Figure 1. Floorplan with the power grid.
Pins as bars on the die edge.
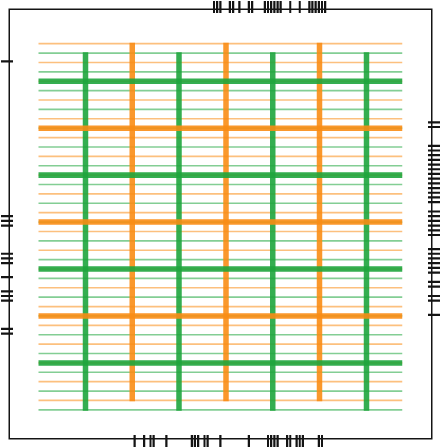
Figure 2. Gate families picked out.
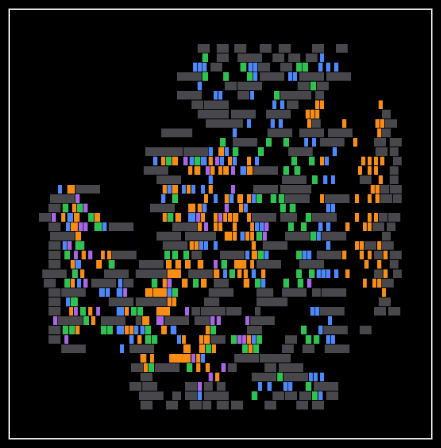
Figure 3. Clock wiring as the flow saved it.
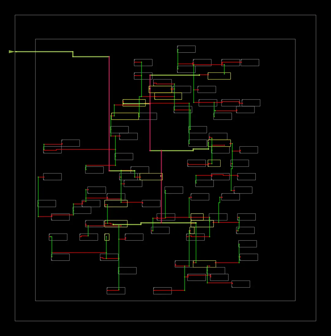
### src/rtl/prog_load_arbiter.sv
// Boot-time arbiter for the single memory port: streams loader words into memory from address 0,
// holds the CPU in reset for a settle period, then gives the address bus to the CPU PC.
module prog_load_arbiter #(
    parameter int unsigned AW          = 16,
    parameter int unsigned DW          = 16,
    parameter int unsigned MEM_WORDS   = 256,
    parameter int unsigned HOLD_CYCLES = 4
) (
    input  logic          clk,
    input  logic          reset,
    input  logic          ld_start,
    input  logic          ld_valid,
    input  logic [DW-1:0] ld_data,
    input  logic          ld_last,
    output logic          ld_ready,
    input  logic [AW-1:0] cpu_addr,
    output logic          cpu_reset,
    output logic [AW-1:0] mem_addr,
    output logic [DW-1:0] mem_wdata,
    output logic          mem_we,
    output logic [AW-1:0] words_loaded,
    output logic          busy,
    output logic          err_ovf
);

    localparam int unsigned HW = (HOLD_CYCLES > 1) ? $clog2(HOLD_CYCLES) : 1;
    localparam logic [HW-1:0] HoldLast = HW'(HOLD_CYCLES - 1);
    localparam logic [AW-1:0] PtrLast  = AW'(MEM_WORDS - 1);

    typedef enum logic [1:0] {
        StIdle,
        StLoad,
        StHold,
        StRun
    } state_e;

    state_e        state_q, state_d;
    logic [AW-1:0] ptr_q, ptr_d;
    logic [AW-1:0] words_q, words_d;
    logic          err_q, err_d;
    logic [HW-1:0] hold_q, hold_d;
    logic          we_q, we_d;
    logic [AW-1:0] addr_q, addr_d;
    logic [DW-1:0] wdata_q, wdata_d;

    always_ff @(posedge clk) begin
        if (reset) begin
            state_q <= StIdle;
            ptr_q   <= '0;
            words_q <= '0;
            err_q   <= 1'b0;
            hold_q  <= '0;
            we_q    <= 1'b0;
            addr_q  <= '0;
            wdata_q <= '0;
        end else begin
            state_q <= state_d;
            ptr_q   <= ptr_d;
            words_q <= words_d;
            err_q   <= err_d;
            hold_q  <= hold_d;
            we_q    <= we_d;
            addr_q  <= addr_d;
            wdata_q <= wdata_d;
        end
    end

    always_comb begin
        state_d = state_q;
        ptr_d   = ptr_q;
        words_d = words_q;
        err_d   = err_q;
        hold_d  = hold_q;
        we_d    = 1'b0;
        addr_d  = addr_q;
        wdata_d = wdata_q;

        case (state_q)
            StIdle, StRun: begin
                if (ld_start) begin
                    state_d = StLoad;
                    ptr_d   = '0;
                    words_d = '0;
                    err_d   = 1'b0;
                end
            end
            StLoad: begin
                hold_d = '0;
                if (ld_valid) begin
                    // Write is registered: it appears on the port the cycle after the beat.
                    we_d    = 1'b1;
                    addr_d  = ptr_q;
                    wdata_d = ld_data;
                    words_d = words_q + 1'b1;
                    if (ptr_q == PtrLast) begin
                        // Memory full: pointer stays put and the word is treated as the last.
                        state_d = StHold;
                        if (!ld_last) begin
                            err_d = 1'b1;
                        end
                    end else begin
                        ptr_d = ptr_q + 1'b1;
                        if (ld_last) begin
                            state_d = StHold;
                        end
                    end
                end
            end
            StHold: begin
                if (hold_q == HoldLast) begin
                    state_d = StRun;
                end else begin
                    hold_d = hold_q + 1'b1;
                end
            end
            default: state_d = StIdle;
        endcase
    end

    assign ld_ready     = (state_q == StLoad);
    assign busy         = (state_q == StLoad) || (state_q == StHold);
    assign cpu_reset    = (state_q != StRun);
    // PC drives the address directly in RUN so fetches see no extra latency.
    assign mem_addr     = (state_q == StRun) ? cpu_addr : addr_q;
    assign mem_wdata    = wdata_q;
    assign mem_we       = we_q;
    assign words_loaded = words_q;
    assign err_ovf      = err_q;

endmodule

### config.mk
export PLATFORM = sky130hd
export DESIGN_NAME = prog_load_arbiter
export DESIGN_NICKNAME = d
export VERILOG_FILES = /design/src/rtl/prog_load_arbiter.sv
export SDC_FILE = /design/constraint.sdc
export NUM_CORES = 1
export LEC_CHECK = 0
export ABC_AREA = 1
export CORE_AREA = 8 8 114 116
export CTS_CLUSTER_DIAMETER = 30
export DETAILED_ROUTE_END_ITERATION = 8
export DIE_AREA = 0 0 122 124
export SLEW_MARGIN = 20
export SYNTH_ARGS = -nofsm -noshare
export SYNTH_HDL_FRONTEND = slang
export SYNTH_SLANG_ARGS = --single-unit
### constraint.sdc
create_clock -name clk -period 2.65 [get_ports clk]
set_input_delay 0.6625 -clock clk [delete_from_list [all_inputs] [get_ports clk]]
set_output_delay 0.6625 -clock clk [all_outputs]
set_load 0.05 [all_outputs]
==> results.py <==
# Generated from Yosys and OpenROAD reports
metrics = {
    "run_status": {
        "status": "finished clean",
    },
    "setup_path": {
        "crit_buf_inv": 2,
        "crit_family": "buffers and inverters",
    },
    "finish": {
        "area_growth_pct": 39.6,
        "diodes": 0,
    },
    "detailed_routing": {
        "drt-initial-drc-count": 92,
        "detail_route.wl_per_cell_um": 12.2,
        "wl_met2_um": 3920,
        "drc": 0,
    },
    "floorplan": {
        "die_area_um2": 15100,
        "io_pins": 90,
        "initial_core_util_pct": 29.2,
    },
    "synthesis": {
        "syn-cell-area_um2": 3270,
        "ys_chip_area_um2": 3270,
        "yosysWarnings": 0,
    },
    "place": {
        "gp_congestion": 0.793,
        "place_area_um2": 4240,
        "pre_cts_ws_ns": 0.277,
    },
    "timing": {
        "setup_ws_ns": 0.221,
        "holdWs_ns": 0.469,
    },
    "run": {
        "tool_warnings": 29,
        "maxCapViolations": 0,
    },
    "clock_tree": {
        "htreeDepth": 3,
        "holdBufCountCts": 0,
        "cts_inserted_buffers": 9,
        "cts_root_buffer": "clkbuf_16",
    },
    "power_and_ir_drop": {
        "vdd_ir_drop_max_v": 0.000415,
    },
}
Back to the opening pictures, Figure 1:
color	net
orange	VDD
green	VSS
met4 straps	7
met5 straps	7
signal pins	90

Back to the opening pictures, Figure 2:
color	family	cells	most used
orange	NAND gates	153	nand2_1
blue	NOR gates	110	nor2_1
purple	inverters	39	inv_1
green	inverting AOI/OAI gates	84	o21ai_0
Comb area share: 35.7%
most common logic cell in the routed design: nand2_1
Non-Filler Instances: 717

Back to the opening pictures, Figure 3:
sinks on the clock net: 70
sequential cells: 70
clk latency late pin: 0.33 ns

==> synthesized netlist by cell type, drive strengths merged <==
library cell  count  area (um^2)
nor2            103          394
clkinv            2         7.51
o21bai            1         7.51
dfxtp            70         1400
ha                7         87.6
xor2              2         17.5
a31oi             2         12.5
buf               7         52.6
inv              37          141
nand4             4         25.0
nor3              7         35.0
nand2           121          484
a21oi            37          185
o21ai            44          220
nand3            28          158
clkbuf           10         37.5
==> report_power, final <==
group	switching [mW]	internal [mW]
Sequential	0.0896	1.21
Combinational	1.41	0.581
Clock	0.439	0.866
==> final timing paths <==
path | depth (start not counted) | slack, ns | to | from
setup / recovery | 5 | 0.22 | mem_addr[7] | state_q[0]$_SDFFE_PP0P_
hold / removal | 2 | 0.47 | hold_q[1]$_SDFFE_PP0P_ | hold_q[1]$_SDFFE_PP0P_
setup reg to reg | 11 | 0.58 | words_loaded[8]$_SDFFE_PP0P_ | state_q[0]$_SDFFE_PP0P_
hold reg to reg | 2 | 0.47 | hold_q[1]$_SDFFE_PP0P_ | hold_q[1]$_SDFFE_PP0P_
==> flip-flops by register name, summed over array words and instances (netlist names) <==
signal and flops:
state_q 2, mem_we 1, mem_wdata 16, words_loaded 16
err_ovf 1, ptr_q 16, hold_q 2, addr_q 16
==> cell type report <==
cell class,instances,area (um^2)
fill,1183,6620
multi-input combinational,356,1630
sequential,70,1400
timing repair buffer,94,881
clock buffer,11,253
tap,143,179
inverter,39,149
clock inverter,4,70.1
==> logic make-up after synthesis <==
group           after synthesis  synth area share [%]
xor+xnor                      2                 0.536
compound gates               84                  13.0
fa+ha+maj                     7                  2.68
flops                        70                  42.9
simple gates                263                  33.6
buf+inv                      56                  7.32
